### config.mk
export PLATFORM = sky130hd
export DESIGN_NAME = user_interface_ctrl_flat
export DESIGN_NICKNAME = d
export VERILOG_FILES = /design/src/rtl/ui_pkg.sv /design/src/rtl/user_interface_ctrl_if.sv /design/src/rtl/user_interface_ctrl_addr_gen.sv /design/src/rtl/user_interface_ctrl.sv /design/src/flat_wrapper.sv
export SDC_FILE = /design/constraint.sdc
export NUM_CORES = 1
export LEC_CHECK = 0
export CAP_MARGIN = 20
export CORE_AREA = 2 2 172 174
export DETAILED_ROUTE_END_ITERATION = 10
export DIE_AREA = 0 0 174 176
export HOLD_SLACK_MARGIN = 0.15
export PLACE_DENSITY = 0.79
export SYNTH_ARGS = -nofsm -noshare
export SYNTH_HDL_FRONTEND = slang
export SYNTH_SLANG_ARGS = --single-unit
export TNS_END_PERCENT = 20
### constraint.sdc
create_clock -name clk -period 5.8 [get_ports clk]
set_clock_uncertainty 0.1 [all_clocks]
set_input_delay 0.58 -clock clk [delete_from_list [all_inputs] [get_ports clk]]
set_output_delay 0.58 -clock clk [all_outputs]
set_load 0.05 [all_outputs]
### src/rtl/ui_pkg.sv
// Shared types and constants for the user interface set sequencer.
package ui_pkg;
    localparam int          START_BIT       = 16;
    localparam logic [31:0] FLG_SET         = 32'd4;
    localparam logic [31:0] FLG_ALL         = 32'd8;
    localparam int          DEF_ADDR_W      = 21;
    localparam int          DEF_SET_STRIDE  = 1665;
    localparam int          DEF_TEM_WORDS   = 64;
    localparam int          DEF_WIN_WORDS   = 1600;

    typedef enum logic [3:0] {
        IDLE, RD_HDR, SET_START, RD_TEM, RD_WIN, WAIT_ENG, WR_RES, FLAG_SET, FLAG_DONE
    } state_t;

    // What the read accepted last cycle will return this cycle
    typedef enum logic [1:0] {P_NONE, P_HDR, P_TEM, P_WIN} pend_t;

    // Word-offset register operations
    typedef enum logic [1:0] {OFF_HOLD, OFF_CLR, OFF_ONE, OFF_INC} off_op_t;
endpackage

### src/rtl/user_interface_ctrl_if.sv
// Memory-side bus: read request/response plus write strobe on a shared address.
interface user_interface_ctrl_if #(parameter int ADDR_W = 21);
    logic              rd_req;
    logic              rd_ready;
    logic [31:0]       rd_data;
    logic [ADDR_W-1:0] req_addr;
    logic [31:0]       write_data;
    logic              FPGA_wr_en;

    modport master (output rd_req, req_addr, write_data, FPGA_wr_en,
                    input  rd_ready, rd_data);
    modport slave  (input  rd_req, req_addr, write_data, FPGA_wr_en,
                    output rd_ready, rd_data);
endinterface

### src/rtl/user_interface_ctrl_addr_gen.sv
// Set counter, word offset and memory address generation.
// Data area address = s*SET_STRIDE + off; result area = RES_BASE + 3*s + off.
module ui_addr_gen
    import ui_pkg::*;
#(
    parameter int                ADDR_W     = DEF_ADDR_W,
    parameter int                SET_STRIDE = DEF_SET_STRIDE,
    parameter logic [ADDR_W-1:0] RES_BASE   = 21'h1F0000,
    parameter int                OFF_W      = 11
) (
    input  logic              clk,
    input  logic              rst,
    input  logic              set_clr,
    input  logic              set_inc,
    input  off_op_t           off_op,
    input  logic              res_mode,
    output logic [7:0]        set_cnt,
    output logic [OFF_W-1:0]  off,
    output logic [ADDR_W-1:0] addr
);
    logic [ADDR_W-1:0] base;

    // Set counter and word offset registers
    always_ff @(posedge clk) begin
        if (rst) begin
            set_cnt <= '0;
            off     <= '0;
        end else begin
            if (set_clr)      set_cnt <= '0;
            else if (set_inc) set_cnt <= set_cnt + 8'd1;
            case (off_op)
                OFF_CLR: off <= '0;
                OFF_ONE: off <= OFF_W'(1);
                OFF_INC: off <= off + OFF_W'(1);
                default: ;
            endcase
        end
    end

    // Base select and offset add; all arithmetic wraps at ADDR_W bits
    always_comb begin
        base = res_mode ? RES_BASE + ADDR_W'(3) * ADDR_W'(set_cnt)
                        : ADDR_W'(set_cnt) * ADDR_W'(SET_STRIDE);
        addr = base + ADDR_W'(off);
    end
endmodule

### src/rtl/user_interface_ctrl.sv
// Set sequencer: reads header, streams template/window words per set to the
// NCC engine, writes back the engine result and raises completion flags.
module user_interface_ctrl
    import ui_pkg::*;
#(
    parameter int                ADDR_W     = DEF_ADDR_W,
    parameter int                SET_STRIDE = DEF_SET_STRIDE,
    parameter int                TEM_WORDS  = DEF_TEM_WORDS,
    parameter int                WIN_WORDS  = DEF_WIN_WORDS,
    parameter logic [ADDR_W-1:0] RES_BASE   = 21'h1F0000
) (
    input  logic                 clk,
    input  logic                 rst,
    input  logic [31:0]          in_flag,
    input  logic [31:0]          pci_input_data,
    input  logic [ADDR_W-1:0]    pci_req_addr,
    input  logic                 pci_wr_en,
    user_interface_ctrl_if.master mem,
    output logic [31:0]          out_flag,
    output logic                 flag_we,
    output logic [31:0]          tem_data,
    output logic                 tem_valid,
    output logic [31:0]          win_data,
    output logic                 win_valid,
    output logic                 set_start,
    input  logic                 eng_done,
    input  logic [63:0]          eng_ncc,
    input  logic [12:0]          eng_idx,
    output logic [63:0]          greatestNCCLog2,
    output logic [12:0]          greatestWindowIndex
);
    localparam int OFF_W = $clog2(SET_STRIDE + 1);

    state_t            state, nxt;
    pend_t             pend, issue;
    logic [7:0]        n_sets;
    logic [7:0]        set_cnt;
    logic [OFF_W-1:0]  off;
    logic [ADDR_W-1:0] addr;
    logic              set_clr, set_inc, res_mode;
    off_op_t           off_op;
    logic              unused_flag;

    assign unused_flag = ^{in_flag[31:START_BIT+1], in_flag[START_BIT-1:0]};

    ui_addr_gen #(
        .ADDR_W(ADDR_W), .SET_STRIDE(SET_STRIDE), .RES_BASE(RES_BASE), .OFF_W(OFF_W)
    ) u_addr (
        .clk(clk), .rst(rst), .set_clr(set_clr), .set_inc(set_inc),
        .off_op(off_op), .res_mode(res_mode),
        .set_cnt(set_cnt), .off(off), .addr(addr)
    );

    // State, in-flight read tag, stream outputs and result capture
    always_ff @(posedge clk) begin
        if (rst) begin
            state               <= IDLE;
            pend                <= P_NONE;
            n_sets              <= '0;
            tem_data            <= '0;
            tem_valid           <= 1'b0;
            win_data            <= '0;
            win_valid           <= 1'b0;
            greatestNCCLog2     <= '0;
            greatestWindowIndex <= '0;
        end else begin
            state     <= nxt;
            pend      <= issue;
            tem_valid <= (pend == P_TEM);
            win_valid <= (pend == P_WIN);
            if (pend == P_TEM) tem_data <= mem.rd_data;
            if (pend == P_WIN) win_data <= mem.rd_data;
            if (state == RD_HDR && pend == P_HDR) n_sets <= mem.rd_data[7:0];
            if (state == WAIT_ENG && eng_done) begin
                greatestNCCLog2     <= eng_ncc;
                greatestWindowIndex <= eng_idx;
            end
        end
    end

    // Next-state, bus drive and strobes
    always_comb begin
        nxt            = state;
        issue          = P_NONE;
        set_clr        = 1'b0;
        set_inc        = 1'b0;
        off_op         = OFF_HOLD;
        res_mode       = 1'b0;
        mem.rd_req     = 1'b0;
        mem.req_addr   = addr;
        mem.write_data = '0;
        mem.FPGA_wr_en = 1'b0;
        out_flag       = '0;
        flag_we        = 1'b0;
        set_start      = 1'b0;
        case (state)
            IDLE: begin
                mem.req_addr   = pci_req_addr;
                mem.write_data = pci_input_data;
                mem.FPGA_wr_en = pci_wr_en;
                if (in_flag[START_BIT]) begin
                    set_clr = 1'b1;
                    off_op  = OFF_CLR;
                    nxt     = RD_HDR;
                end
            end
            RD_HDR: begin
                if (pend == P_HDR) begin
                    nxt = (mem.rd_data[7:0] == 8'd0) ? FLAG_DONE : SET_START;
                end else begin
                    mem.rd_req = 1'b1;
                    if (mem.rd_ready) issue = P_HDR;
                end
            end
            SET_START: begin
                set_start = 1'b1;
                off_op    = OFF_ONE;
                nxt       = RD_TEM;
            end
            RD_TEM: begin
                mem.rd_req = 1'b1;
                if (mem.rd_ready) begin
                    issue  = P_TEM;
                    off_op = OFF_INC;
                    if (off == OFF_W'(TEM_WORDS)) nxt = RD_WIN;
                end
            end
            RD_WIN: begin
                mem.rd_req = 1'b1;
                if (mem.rd_ready) begin
                    issue  = P_WIN;
                    off_op = OFF_INC;
                    if (off == OFF_W'(TEM_WORDS + WIN_WORDS)) nxt = WAIT_ENG;
                end
            end
            WAIT_ENG: begin
                if (eng_done) begin
                    off_op = OFF_CLR;
                    nxt    = WR_RES;
                end
            end
            WR_RES: begin
                res_mode       = 1'b1;
                mem.FPGA_wr_en = 1'b1;
                off_op         = OFF_INC;
                case (off)
                    OFF_W'(0): mem.write_data = greatestNCCLog2[63:32];
                    OFF_W'(1): mem.write_data = greatestNCCLog2[31:0];
                    default:   mem.write_data = {19'b0, greatestWindowIndex};
                endcase
                if (off == OFF_W'(2)) nxt = FLAG_SET;
            end
            FLAG_SET: begin
                out_flag = FLG_SET;
                flag_we  = 1'b1;
                set_inc  = 1'b1;
                nxt = ({1'b0, set_cnt} + 9'd1 < {1'b0, n_sets}) ? SET_START : FLAG_DONE;
            end
            FLAG_DONE: begin
                out_flag = FLG_ALL;
                flag_we  = 1'b1;
                nxt      = IDLE;
            end
            default: nxt = IDLE;
        endcase
    end
endmodule

### src/flat_wrapper.sv
// flat-port wrapper written by rule: the top's interface ports become plain ports
module user_interface_ctrl_flat import ui_pkg::*;
#(
    parameter int                ADDR_W     = DEF_ADDR_W,
    parameter int                SET_STRIDE = DEF_SET_STRIDE,
    parameter int                TEM_WORDS  = DEF_TEM_WORDS,
    parameter int                WIN_WORDS  = DEF_WIN_WORDS,
    parameter logic [ADDR_W-1:0] RES_BASE   = 21'h1F0000
)
  (clk, rst, in_flag, pci_input_data, pci_req_addr, pci_wr_en, out_flag, flag_we, tem_data, tem_valid, win_data, win_valid, set_start, eng_done, eng_ncc, eng_idx, greatestNCCLog2, greatestWindowIndex, mem_rd_req, mem_req_addr, mem_write_data, mem_FPGA_wr_en, mem_rd_ready, mem_rd_data);
  user_interface_ctrl_if #(.ADDR_W(ADDR_W)) mem_i ();
  input  logic clk;
  input  logic rst;
  input  logic [31:0] in_flag;
  input  logic [31:0] pci_input_data;
  input  logic [ADDR_W-1:0] pci_req_addr;
  input  logic pci_wr_en;
  output logic [31:0] out_flag;
  output logic flag_we;
  output logic [31:0] tem_data;
  output logic tem_valid;
  output logic [31:0] win_data;
  output logic win_valid;
  output logic set_start;
  input  logic eng_done;
  input  logic [63:0] eng_ncc;
  input  logic [12:0] eng_idx;
  output logic [63:0] greatestNCCLog2;
  output logic [12:0] greatestWindowIndex;
  output wire logic [$bits(mem_i.rd_req)-1:0] mem_rd_req;
  output wire logic [$bits(mem_i.req_addr)-1:0] mem_req_addr;
  output wire logic [$bits(mem_i.write_data)-1:0] mem_write_data;
  output wire logic [$bits(mem_i.FPGA_wr_en)-1:0] mem_FPGA_wr_en;
  input wire logic [$bits(mem_i.rd_ready)-1:0] mem_rd_ready;
  input wire logic [$bits(mem_i.rd_data)-1:0] mem_rd_data;
  assign mem_rd_req = mem_i.rd_req;
  assign mem_req_addr = mem_i.req_addr;
  assign mem_write_data = mem_i.write_data;
  assign mem_FPGA_wr_en = mem_i.FPGA_wr_en;
  assign mem_i.rd_ready = mem_rd_ready;
  assign mem_i.rd_data = mem_rd_data;
  user_interface_ctrl #(.ADDR_W(ADDR_W), .SET_STRIDE(SET_STRIDE), .TEM_WORDS(TEM_WORDS), .WIN_WORDS(WIN_WORDS), .RES_BASE(RES_BASE)) u_core (.clk(clk), .rst(rst), .in_flag(in_flag), .pci_input_data(pci_input_data), .pci_req_addr(pci_req_addr), .pci_wr_en(pci_wr_en), .mem(mem_i), .out_flag(out_flag), .flag_we(flag_we), .tem_data(tem_data), .tem_valid(tem_valid), .win_data(win_data), .win_valid(win_valid), .set_start(set_start), .eng_done(eng_done), .eng_ncc(eng_ncc), .eng_idx(eng_idx), .greatestNCCLog2(greatestNCCLog2), .greatestWindowIndex(greatestWindowIndex));
endmodule
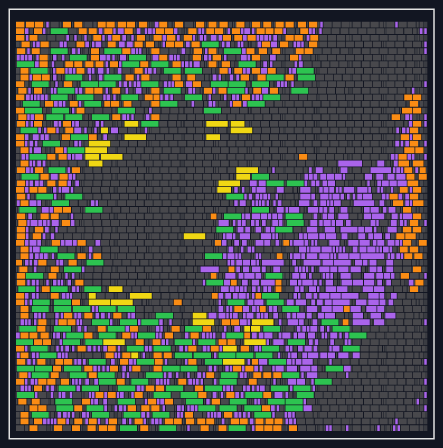
Figure 1: run 1, placed cells, one color a class.
Fill, decap, tap and diode cells in gray.
class	color	cells
registers	green	176
remaining buffers and delay cells	orange	387
clock drivers and dummy loads	yellow	32
remaining logic cells	purple	1,035
fin area: 0.0144 mm²
Final Util: 50.4%

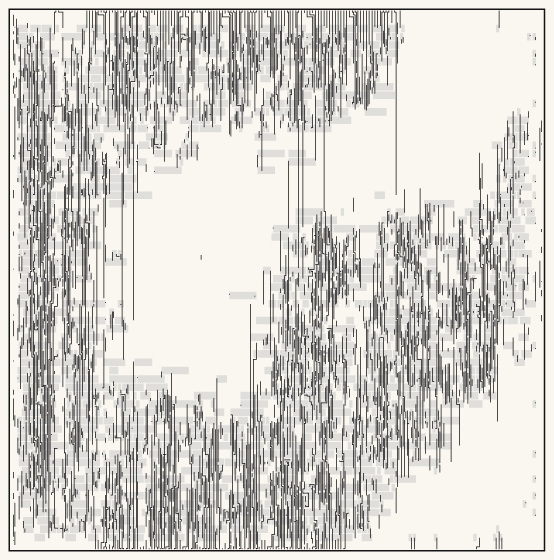
Figure 2: run 1, metal 2.
wire length on this layer	16,600 µm
share of all routed wire	50%
main direction	vertical
longest straight run	75.8 µm
nets with wire on the layer	1,539

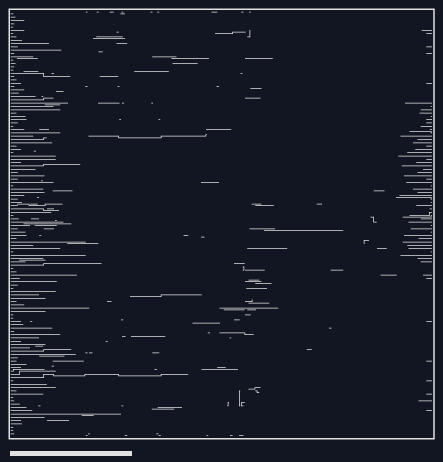
Figure 3: run 1, metal 3.
Bar = 50 µm.
nets with wire on the layer	267
share of all routed wire	6.9%
longest straight run	45.1 µm
main direction	horizontal

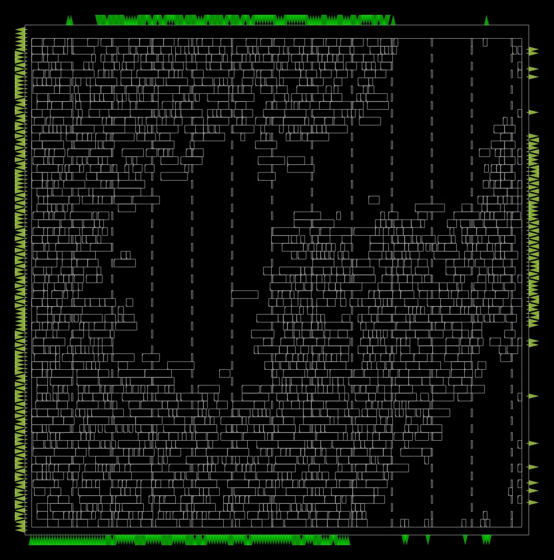
Figure 4: run 1, placement view.
registers: 176
Placeable Area: 0.0285 mm²
fill count: 2,686

==> flow_metrics.env, run 1 <==
# flow metrics
export IMPL_status="completed"
export IMPL_port_buffers=369
export IMPL_worst_pin_slew_ps=868
export IMPL_total_power_mw=4.06
export IMPL_cts_tree="built"
export IMPL_final_antenna_net_count=0
export IMPL_dpl_instance_area_mm2=0.0137
export IMPL_post_cts_buffers=0
export IMPL_cp_slowest_cell="o41ai_4"
export IMPL_overflow=0
export IMPL_top_power_group="combinational logic"
export IMPL_ys_ff=176
export IMPL_leakage_nw=5.50
export IMPL_cts_sinks=176
export IMPL_first_iter_violations=793
export IMPL_cp_start_kind="register"
export IMPL_pwr_share_comb_pct=39.6
export IMPL_pg_clk_mw=1.19
export IMPL_place_worst_setup_slack_ps=522
export IMPL_drive_gt1_share_pct=5.21
export IMPL_wire_per_inst_um=16.5
export IMPL_ys_sh_simple_pct=22.3
export IMPL_reg_top3="u_core.greatestNCCLog2 x64, u_core.tem_data x32, u_core.win_data x32"
export IMPL_routed_wl_um=33300
export IMPL_dr_pass1_iters=7
export IMPL_endpoint_kind="output port"
export IMPL_synthesis_area_mm2=0.00990
export IMPL_gp_congestion=0.875
export IMPL_cap_violations=0
export IMPL_reg2reg_from="u_core.u_addr.set_cnt[2]"
export IMPL_worstSkewPairLatency_ps=420
export IMPL_die_w_um=174
export IMPL_cts_max_level=4
export IMPL_endpoint="mem_req_addr[15]"
export IMPL_rrSetupSlack_ps=2820
export IMPL_area_growth_pct=45.4
export IMPL_p_clk_share_pct=29.4
export IMPL_p_seq_share_pct=31.0
export IMPL_dieArea_mm2=0.0306
export IMPL_synthTopCellsByArea="dfxtp_1 (36%), nand2_1 (14%), a21oi_1 (9.5%)"
export IMPL_ys_types=74
export IMPL_clk_pin_slew_worst_paths_ps=80
export IMPL_vias=10200
export IMPL_initCoreUtil_pct=34.7
export IMPL_period_needed_ps=5300
export IMPL_cts_buffers=17
export IMPL_hold_violations=0
export IMPL_top_logic_kind="simple AND/OR/NAND/NOR gates"
export IMPL_synthAoiAreaFrac_pct=21.0
export IMPL_largest_register_ffs=64
export IMPL_antenna_found_initial=1
export IMPL_track_usage_pct=21.0
export IMPL_switchingPower_mw=1.71
export IMPL_most_common_cell="nand2_1"
export IMPL_finalSetupViolations=0
export IMPL_critPathBufInv=1
export IMPL_ys_cells=1293
export IMPL_finalCritPeriodShare_pct=91.5
export IMPL_grt_pass1_wl_um=52200
export IMPL_crit_start="u_core.u_addr.set_cnt[1]"
export IMPL_internal_power_mw=2.35
export IMPL_syn_avg_cell_area_um2=7.66
export IMPL_dp_cells=1982
export IMPL_grt_max_degree=78
export IMPL_diodes=0
export IMPL_synth_top_cell_area_share_pct=35.6
export IMPL_cts_hold_buf=0
export IMPL_ys_async_sr_fraction_pct=0
export IMPL_muxShareOfSynthArea_pct=1.82
export IMPL_pg_seq_mw=1.26
export IMPL_ys_chip_area_mm2=0.00990
export IMPL_slew_viol_final=0
export IMPL_drc=0
export IMPL_rsz0062_at_grt="no"
export IMPL_dp_hpwl_um=24600
export IMPL_powerDensity_mw_per_mm2=282
export IMPL_yosys_warnings=0
export IMPL_top_register="u_core.greatestNCCLog2"
export IMPL_p_sw_share_pct=42.2
export IMPL_critPathRequiredTime_ps=5120
export IMPL_syn_inst=1293
export IMPL_whs_ps=355
export IMPL_clockRootBuffer="clkbuf_16"
export IMPL_tns_ps=0
export IMPL_worstPathMaxFanout=7
export IMPL_rr_worst_depth=9
export IMPL_synth_xor_xnor_area_share_pct=3.45
export IMPL_r2r_end="u_core.state[1]"
export IMPL_rows=62
export IMPL_path_delay_family="AND-OR/OR-AND gates"
export IMPL_path_cells="ha_1 -> fa_1 -> a21o_1 -> a21oi_1 -> nor2b_1 -> o21ai_0 -> nand2_1 -> xnor2_1 -> o21ai_0 -> ha_1 -> and3_1 -> nand2_1 -> a21oi_2 -> o41ai_4 -> nor3_1 -> xor2_1 -> mux2_2 -> dlymetal6s2s_1"
export IMPL_grt_pass1_vias=9961
export IMPL_top_cells_by_count="nand2_1 (379), a21oi_1 (187), dfxtp_1 (176)"
export IMPL_fa_ha_area_share_pct=9.05
export IMPL_cts_resized_gates=0
export IMPL_die_h_um=176
export IMPL_fin_cells=2014
export IMPL_yosysTopAreaCell="dfxtp_1"
export IMPL_yosysSeqAreaShare_pct=35.6
export IMPL_critPathKind="reg -> out"
export IMPL_synth_edff_count=0
export IMPL_ff_type="dfxtp_1"
export IMPL_fin_ws_ps=495
export IMPL_ios=431
export IMPL_cp_num_cells=18
export IMPL_hold_class="reg -> reg"
export IMPL_ctsLongestPathBuffers=2
export IMPL_ir_drop_mv=0.185
export IMPL_fin_nets=1884
export IMPL_slew_headroom_pct=42.1
export IMPL_warnings=62
export IMPL_viasPerCell=5.06
export IMPL_cp_data_arrival_time_ps=4620
export IMPL_timing_fmax_mhz=189
[run 1: how the worst min path moves through the flow]
stage / depth (start not counted) / endpoint / from / slack, ps
after global routing: 2 / u_core.win_data[29] / u_core.win_data[29] / 370
after floorplan: 2 / u_core.n_sets[1] / u_core.n_sets[1] / 360
after CTS: 2 / u_core.tem_data[24] / u_core.tem_data[24] / 360
final: 2 / u_core.tem_data[11] / u_core.tem_data[11] / 360
after detailed placement: 2 / u_core.win_data[28] / u_core.win_data[28] / 350
after global placement: 2 / u_core.tem_data[20] / u_core.tem_data[20] / 340
[run 1: layout make-up]
class	instances	area [µm²]	area share, %
Multi-Input combinational cell	1012	5830	40.5
Timing Repair Buffer	387	3840	26.7
Sequential cell	176	3520	24.5
Tap cell	384	480	3.34
Clock buffer	17	425	2.96
Clock inverter	15	208	1.44
Inverter	23	86.3	0.600
[run 1: kinds of logic (layout without fill, tap and decap cells)]
| family | Yosys count | in the layout |
|---|---|---|
| AND-OR/OR-AND | 352 | 352 |
| XOR/XNOR | 39 | 39 |
| adder cells (fa/ha/maj) | 68 | 68 |
| buffers and inverters | 134 | 442 |
| flip-flops | 176 | 176 |
| multiplexers | 17 | 17 |
| other | 1 | 30 |
| AND/OR/NAND/NOR | 506 | 506 |
[run 1: cells in the final DEF (no fill, tap or decap), types with 22 or more instances in the layout]
cell and count:
nand2_1 379, clkdlybuf4s50_1 359, a21oi_1 187, dfxtp_1 176, ha_1 62, nor2_1 44, o21ai_0 41, o21ai_1 34
conb_1 30, xnor2_1 23, inv_1 22
[run 1: routing by layer]
metal | GRT usage [%] | vias to the layer above | part of all wire (%)
li1 | - | 4989 | -
met1 | 24.3 | 4729 | 39
met2 | 37.4 | 403 | 50
met3 | 4.97 | 68 | 6.9
met4 | 8.40 | 2 | 3.8
met5 | 0 | - | 0.036
Figure 5. I/O nets highlighted (run 1).
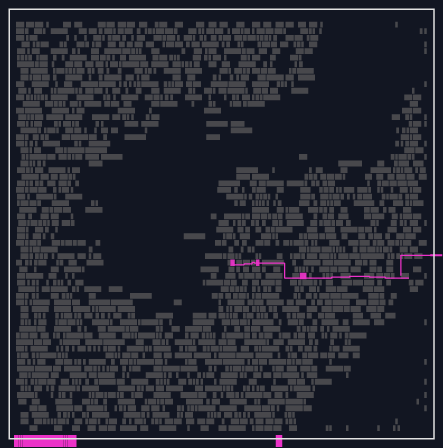

==> inputs of run 2 (changes only) <==
- CORE_AREA: 2 2 172 174 -> 2 2 146 204
- DIE_AREA: 0 0 174 176 -> 0 0 148 206
- SLEW_MARGIN: unset -> 20
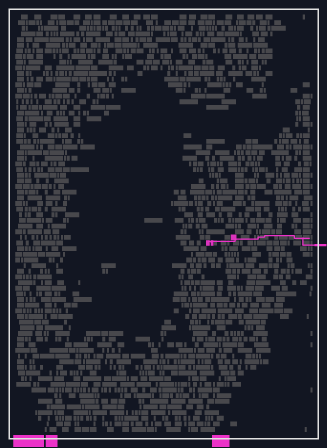
Figure 6: run 2, I/O nets highlighted.
port	color	bits	direction	end cells	buffers	wire
in_flag	magenta	32	input	3	1	63.8 µm
PortBufs: 369
io pins: 431

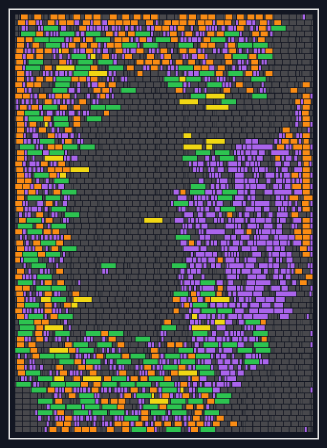
Figure 7: run 2, placed cells, one color a class.
Fill, decap, tap and diode cells in gray.
class	color	cells
registers	green	176
clock drivers and dummy loads	yellow	32
remaining logic cells	purple	1,035
remaining buffers and delay cells	orange	387
Placeable Area: 0.0289 mm²
Site Rows: 74
fin area: 0.0143 mm²
Seq area share: 24.6%

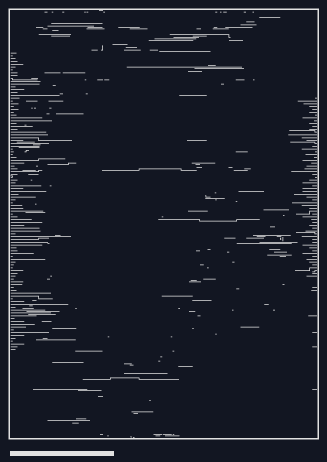
Figure 8: run 2, metal 3.
Bar = 50 µm.
main direction	horizontal
nets with wire on the layer	279

==> flow_metrics.env, run 2 <==
# flow metrics
export IMPL_mostFrequentLayoutCells="nand2_1 (379), clkdlybuf4s50_1 (359), a21oi_1 (187), dfxtp_1 (176), ha_1 (62)"
export IMPL_finalCritPeriodShare_pct=93.1
export IMPL_fa_ha_area_share_pct=9.05
export IMPL_cts_max_level=4
export IMPL_worst_pin_slew_ps=1060
export IMPL_grt_max_degree=102
export IMPL_clk_pin_slew_worst_paths_ps=70
export IMPL_fin_util_pct=49.6
export IMPL_viasPerCell=5.13
export IMPL_post_cts_buffers=0
export IMPL_vias=10300
export IMPL_reg_top3="u_core.greatestNCCLog2 x64, u_core.tem_data x32, u_core.win_data x32"
export IMPL_top_cells_by_count="nand2_1 (379), a21oi_1 (187), dfxtp_1 (176)"
export IMPL_fin_cells=2011
export IMPL_internal_power_mw=2.38
export IMPL_rsz0062_at_grt="no"
export IMPL_fin_ws_ps=401
export IMPL_clockRootBuffer="clkbuf_16"
export IMPL_hold_violations=0
export IMPL_finalSetupViolations=0
export IMPL_seqCellArea_mm2=0.00352
export IMPL_r2r_end="u_core.state[1]"
export IMPL_total_power_mw=4.01
export IMPL_first_iter_violations=715
export IMPL_timing_fmax_mhz=185
export IMPL_slew_viol_final=0
export IMPL_comb_area_mm2=0.00583
export IMPL_grt_pass1_wl_um=51800
export IMPL_grt_pass1_vias=9886
export IMPL_drive_gt1_share_pct=5.21
export IMPL_rrSetupSlack_ps=2790
export IMPL_cap_violations=0
export IMPL_whs_ps=354
export IMPL_area_growth_pct=44.7
export IMPL_cp_start_kind="register"
export IMPL_warnings=65
export IMPL_layout_cells_most_common="nand2_1"
export IMPL_dieArea_mm2=0.0305
export IMPL_worstSkewPairLatency_ps=440
export IMPL_synthesis_area_mm2=0.00990
export IMPL_cts_tree="built"
export IMPL_reg2reg_from="u_core.u_addr.set_cnt[2]"
export IMPL_p_seq_share_pct=31.4
export IMPL_status="completed"
export IMPL_tns_ps=0
export IMPL_synthTopCellsByArea="dfxtp_1 (36%), nand2_1 (14%), a21oi_1 (9.5%)"
export IMPL_gp_congestion=0.892
export IMPL_die_h_um=206
export IMPL_ys_types=74
export IMPL_ys_chip_area_mm2=0.00990
export IMPL_wire_per_inst_um=16.9
export IMPL_ys_sh_simple_pct=22.3
export IMPL_top_logic_kind="simple AND/OR/NAND/NOR gates"
export IMPL_cp_data_arrival_time_ps=4720
export IMPL_critPathKind="reg -> out"
export IMPL_ff_type="dfxtp_1"
export IMPL_drc=0
export IMPL_yosysTopAreaCell="dfxtp_1"
export IMPL_fill_cells=2728
export IMPL_synth_edff_count=0
export IMPL_powerDensity_mw_per_mm2=280
export IMPL_dp_hpwl_um=25200
export IMPL_syn_inst=1293
export IMPL_dpl_instance_area_mm2=0.0137
export IMPL_synth_top_cell_area_share_pct=35.6
export IMPL_synthAoiAreaFrac_pct=21.0
export IMPL_leakage_nw=5.45
export IMPL_p_sw_share_pct=40.7
export IMPL_worstPathMaxFanout=7
export IMPL_switchingPower_mw=1.63
export IMPL_hold_class="reg -> reg"
export IMPL_dp_cells=1978
export IMPL_cts_buffers=17
export IMPL_ys_cells=1293
export IMPL_track_usage_pct=21.5
export IMPL_yosysSeqAreaShare_pct=35.6
export IMPL_top_register="u_core.greatestNCCLog2"
export IMPL_yosys_warnings=0
export IMPL_place_worst_setup_slack_ps=535
export IMPL_synth_xor_xnor_area_share_pct=3.45
export IMPL_period_needed_ps=5400
export IMPL_ir_drop_mv=0.215
export IMPL_cts_resized_gates=0
export IMPL_endpoint_kind="output port"
export IMPL_most_common_cell="nand2_1"
export IMPL_slew_headroom_pct=29.3
export IMPL_ys_async_sr_fraction_pct=0
export IMPL_antenna_found_initial=0
export IMPL_crit_start="u_core.u_addr.set_cnt[1]"
export IMPL_muxShareOfSynthArea_pct=1.82
run 2: critical path, cell delays in order, from the launching register on:
cell	delay, ps
dfxtp_1	420
ha_1	260
fa_1	410
a21o_1	200
a21oi_1	230
nor2b_1	70
o21ai_0	190
nand2_1	120
xnor2_1	140
o21ai_0	130
ha_1	420
and3_1	200
nand2_1	70
a21oi_2	180
nor2_1	80
xor2_1	150
o21ai_0	160
clkdlybuf4s50_1	840
run 2: worst min path at each step:
| stage | endpoint | cells after the start | slack (ps) | from |
|---|---|---|---|---|
| 2_1_floorplan | u_core.n_sets[1] | 2 | 360 | u_core.n_sets[1] |
| 3_3_place_gp | u_core.win_data[10] | 2 | 340 | u_core.win_data[10] |
| 3_5_place_dp | u_core.tem_data[5] | 2 | 350 | u_core.tem_data[5] |
| 4_1_cts | u_core.tem_data[5] | 2 | 360 | u_core.tem_data[5] |
| 5_1_grt | u_core.tem_data[21] | 2 | 370 | u_core.tem_data[21] |
| 6_report | u_core.tem_data[21] | 2 | 350 | u_core.tem_data[21] |
run 2: per-layer routing:
metal,part of all wire [%],track usage [%],up-vias
met1,37,24.1,4785
met3,6.8,4.59,95
met2,52,38.1,458
li1,-,-,4988
met5,0,0,-
met4,4.6,11.2,0
run 2: layout make-up:
type	instances	share of cell area, %
antenna	1	0.0175
clock buffer	22	3.31
clock inverter	10	0.707
inverter	23	0.603
multi-input combinational	1012	40.7
sequential	176	24.6
tap	380	3.32
timing repair buffer	387	26.8
run 2: power by group through the flow:
stage	registers [mW]	logic, mW	clock network [mW]
2_1_floorplan	1.33	1.05	0
3_3_place_gp	1.29	1.60	0
3_5_place_dp	1.29	1.61	0
4_1_cts	1.26	1.62	1.17
5_1_grt	1.26	1.70	1.22
6_report	1.26	1.61	1.14
Figure 9. Placement view (run 2).
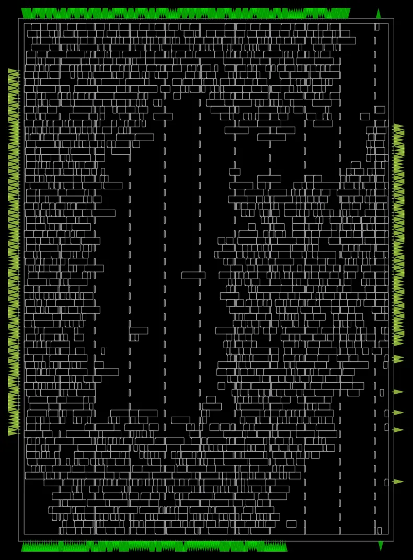

==> inputs of run 3 (changes only) <==
- CORE_AREA: 2 2 146 204 -> 2 2 169 171
- DIE_AREA: 0 0 148 206 -> 0 0 171 173
- PLACE_DENSITY: 0.79 -> 0.81
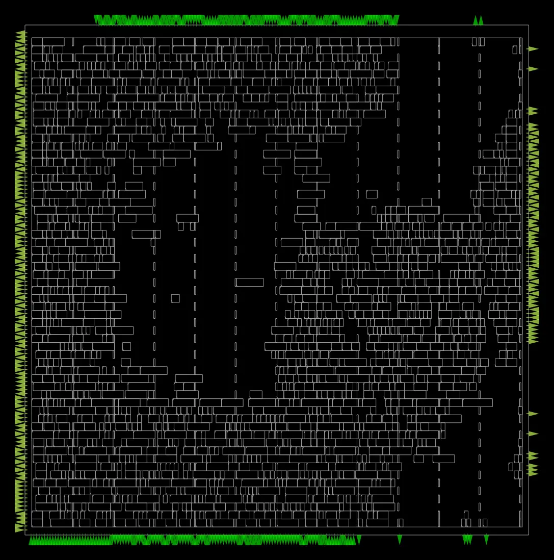
Figure 10: run 3, placement view.
Site Rows: 61
tap cells: 378

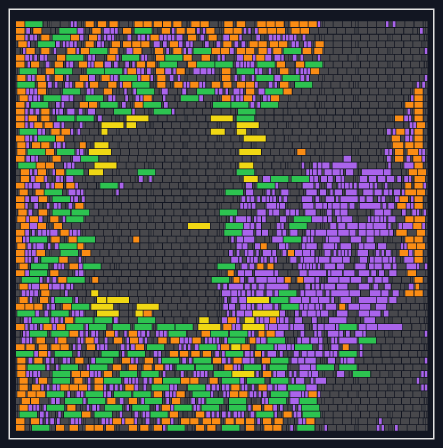
Figure 11: run 3, placed cells, one color a class.
Fill, decap, tap and diode cells in gray.
class	color	cells
clock drivers and dummy loads	yellow	32
remaining logic cells	purple	1,035
remaining buffers and delay cells	orange	387
registers	green	176

==> flow_metrics.env, run 3 <==
# flow metrics
export IMPL_initCoreUtil_pct=35.8
export IMPL_die_w_um=171
export IMPL_dp_cells=1976
export IMPL_rr_worst_depth=9
export IMPL_grt_max_degree=78
export IMPL_powerDensity_mw_per_mm2=285
export IMPL_drc=0
export IMPL_cap_violations=0
export IMPL_whs_ps=355
export IMPL_synthTopCellsByArea="dfxtp_1 (36%), nand2_1 (14%), a21oi_1 (9.5%)"
export IMPL_place_worst_setup_slack_ps=467
export IMPL_cp_data_arrival_time_ps=4850
export IMPL_ys_cells=1293
export IMPL_ys_chip_area_mm2=0.00990
export IMPL_core_area_mm2=0.0276
export IMPL_syn_avg_cell_area_um2=7.66
export IMPL_status="completed"
export IMPL_yosysTopAreaCell="dfxtp_1"
export IMPL_ios=431
export IMPL_dieArea_mm2=0.0296
export IMPL_area_growth_pct=45.2
export IMPL_mostFrequentLayoutCells="nand2_1 (378), clkdlybuf4s50_1 (360), a21oi_1 (187), dfxtp_1 (176), ha_1 (62)"
export IMPL_fin_util_pct=52.0
export IMPL_worst_pin_slew_ps=896
export IMPL_clockRootBuffer="clkbuf_16"
export IMPL_die_h_um=173
export IMPL_clk_pin_slew_worst_paths_ps=90
export IMPL_ys_types=74
export IMPL_timing_fmax_mhz=181
export IMPL_cp_slowest_cell="clkdlybuf4s50_1"
export IMPL_finalSetupViolations=0
export IMPL_path_cells="ha_1 -> fa_1 -> a21o_1 -> a21oi_1 -> nor2b_1 -> o21ai_0 -> nand2_1 -> xnor2_1 -> o21ai_0 -> ha_1 -> nand4_1 -> a311o_1 -> a31oi_2 -> xor2_1 -> o21ai_0 -> clkdlybuf4s50_1"
export IMPL_yosys_warnings=0
export IMPL_drive_gt1_share_pct=5.34
export IMPL_cp_start_kind="register"
export IMPL_tns_ps=0
export IMPL_vias=10300
export IMPL_worstPathMaxFanout=7
export IMPL_syn_inst=1293
export IMPL_final_antenna_net_count=0
export IMPL_yosysSeqAreaShare_pct=35.6
export IMPL_top_cells_by_count="nand2_1 (379), a21oi_1 (187), dfxtp_1 (176)"
export IMPL_ys_async_sr_fraction_pct=0
export IMPL_hold_class="reg -> reg"
export IMPL_ys_ff=176
export IMPL_fin_nets=1884
export IMPL_final_area_mm2=0.0144
export IMPL_fin_cells=2008
export IMPL_gp_congestion=0.877
export IMPL_slew_viol_final=0
export IMPL_crit_top_cell="o21ai_0"
export IMPL_routed_wl_um=33100
export IMPL_period_needed_ps=5530
export IMPL_grt_pass1_vias=9917
export IMPL_synth_edff_count=0
export IMPL_fin_ws_ps=268
export IMPL_wire_per_inst_um=16.5
export IMPL_cts_buffers=17
export IMPL_port_buffers=369
export IMPL_grt_pass1_wl_um=52000
export IMPL_first_iter_violations=614
export IMPL_ff_type="dfxtp_1"
export IMPL_endpoint_kind="output port"
export IMPL_diodes=0
export IMPL_largest_register_ffs=64
export IMPL_ctsLongestPathBuffers=2
export IMPL_path_delay_family="AND-OR/OR-AND gates"
export IMPL_slowest_delay_ps=840
export IMPL_cp_num_cells=16
export IMPL_antenna_found_initial=0
export IMPL_track_usage_pct=21.9
export IMPL_cts_tree="built"
export IMPL_overflow=0
export IMPL_worstSkewPairLatency_ps=430
export IMPL_critPathBufInv=1
export IMPL_layout_cells_most_common="nand2_1"
export IMPL_dpl_instance_area_mm2=0.0137
export IMPL_synthesis_area_mm2=0.00990
export IMPL_cts_sinks=176
export IMPL_most_common_cell="nand2_1"
export IMPL_rsz0062_at_grt="no"
export IMPL_hold_violations=0
export IMPL_slew_headroom_pct=40.3
export IMPL_dp_hpwl_um=24500
export IMPL_ir_drop_mv=0.210
export IMPL_hold_path_depth=2
export IMPL_leakage_nw=5.48
export IMPL_warnings=62
export IMPL_fill_cells=2575
export IMPL_viasPerCell=5.11
export IMPL_critPathKind="reg -> out"
export IMPL_top_register="u_core.greatestNCCLog2"
export IMPL_dr_pass1_iters=7
export IMPL_cts_hold_buf=0
export IMPL_cts_max_level=4
export IMPL_total_power_mw=4.10
export IMPL_synth_top_cell_area_share_pct=35.6
export IMPL_reg_top3="u_core.greatestNCCLog2 x64, u_core.tem_data x32, u_core.win_data x32"
export IMPL_critPathRequiredTime_ps=5120
export IMPL_finalCritPeriodShare_pct=95.4
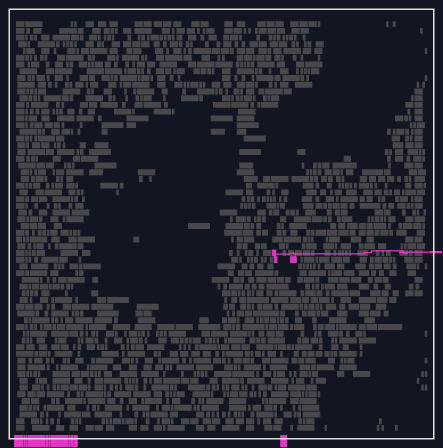
Figure 12: run 3, I/O nets highlighted.
port	color	bits	direction	end cells	buffers	wire
in_flag	magenta	32	input	3	1	73.7 µm

==> run 3: path summary, 6_finish.rpt <==
check                                start                   to  slack, ps
setup / recovery  u_core.u_addr.set_cnt[1]     mem_req_addr[14]        270
hold / removal         u_core.tem_data[25]  u_core.tem_data[25]        360
setup reg to reg  u_core.u_addr.set_cnt[2]      u_core.state[1]       2850
hold reg to reg        u_core.tem_data[25]  u_core.tem_data[25]        360
==> run 3: per-layer routing <==
metal	GRT usage [%]	up-vias	share of wire, %
li1	-	4992	-
met2	38.9	384	51
met3	4.74	68	6.3
met5	0	-	0
met1	25.2	4811	40
met4	8.79	0	3.3
==> run 3: power by group <==
group | switching [mW] | leakage [nW] | internal [mW]
sequential | 0.0330 | 1.42 | 1.23
combinational | 1.09 | 3.76 | 0.515
clock | 0.591 | 0.304 | 0.633
==> run 3: timing repair <==
action / 4_1_cts / 5_1_grt
setup endpoints to repair: 1 / 7
resized: 1 / 8
buffers inserted: 0 / 0
==> run 3: cell families after synthesis <==
| kind of cell | share of synthesized area [%] |
|---|---|
| other | 0.0379 |
| AND-OR/OR-AND | 21.0 |
| multiplexers | 1.82 |
| AND/OR/NAND/NOR | 22.3 |
| buffers and inverters | 6.77 |
| XOR/XNOR | 3.45 |
| flip-flops | 35.6 |
| adder cells (fa/ha/maj) | 9.05 |
==> run 3: area by class of cell <==
type	count	area, µm²	area share [%]
Multi-Input combinational cell	1012	5830	40.6
Sequential cell	176	3520	24.5
Inverter	23	86.3	0.601
Clock inverter	15	204	1.42
Timing Repair Buffer	387	3830	26.7
Tap cell	378	473	3.29
Clock buffer	17	425	2.96
No activity file was given, so power comes from the tool's default toggle rates.
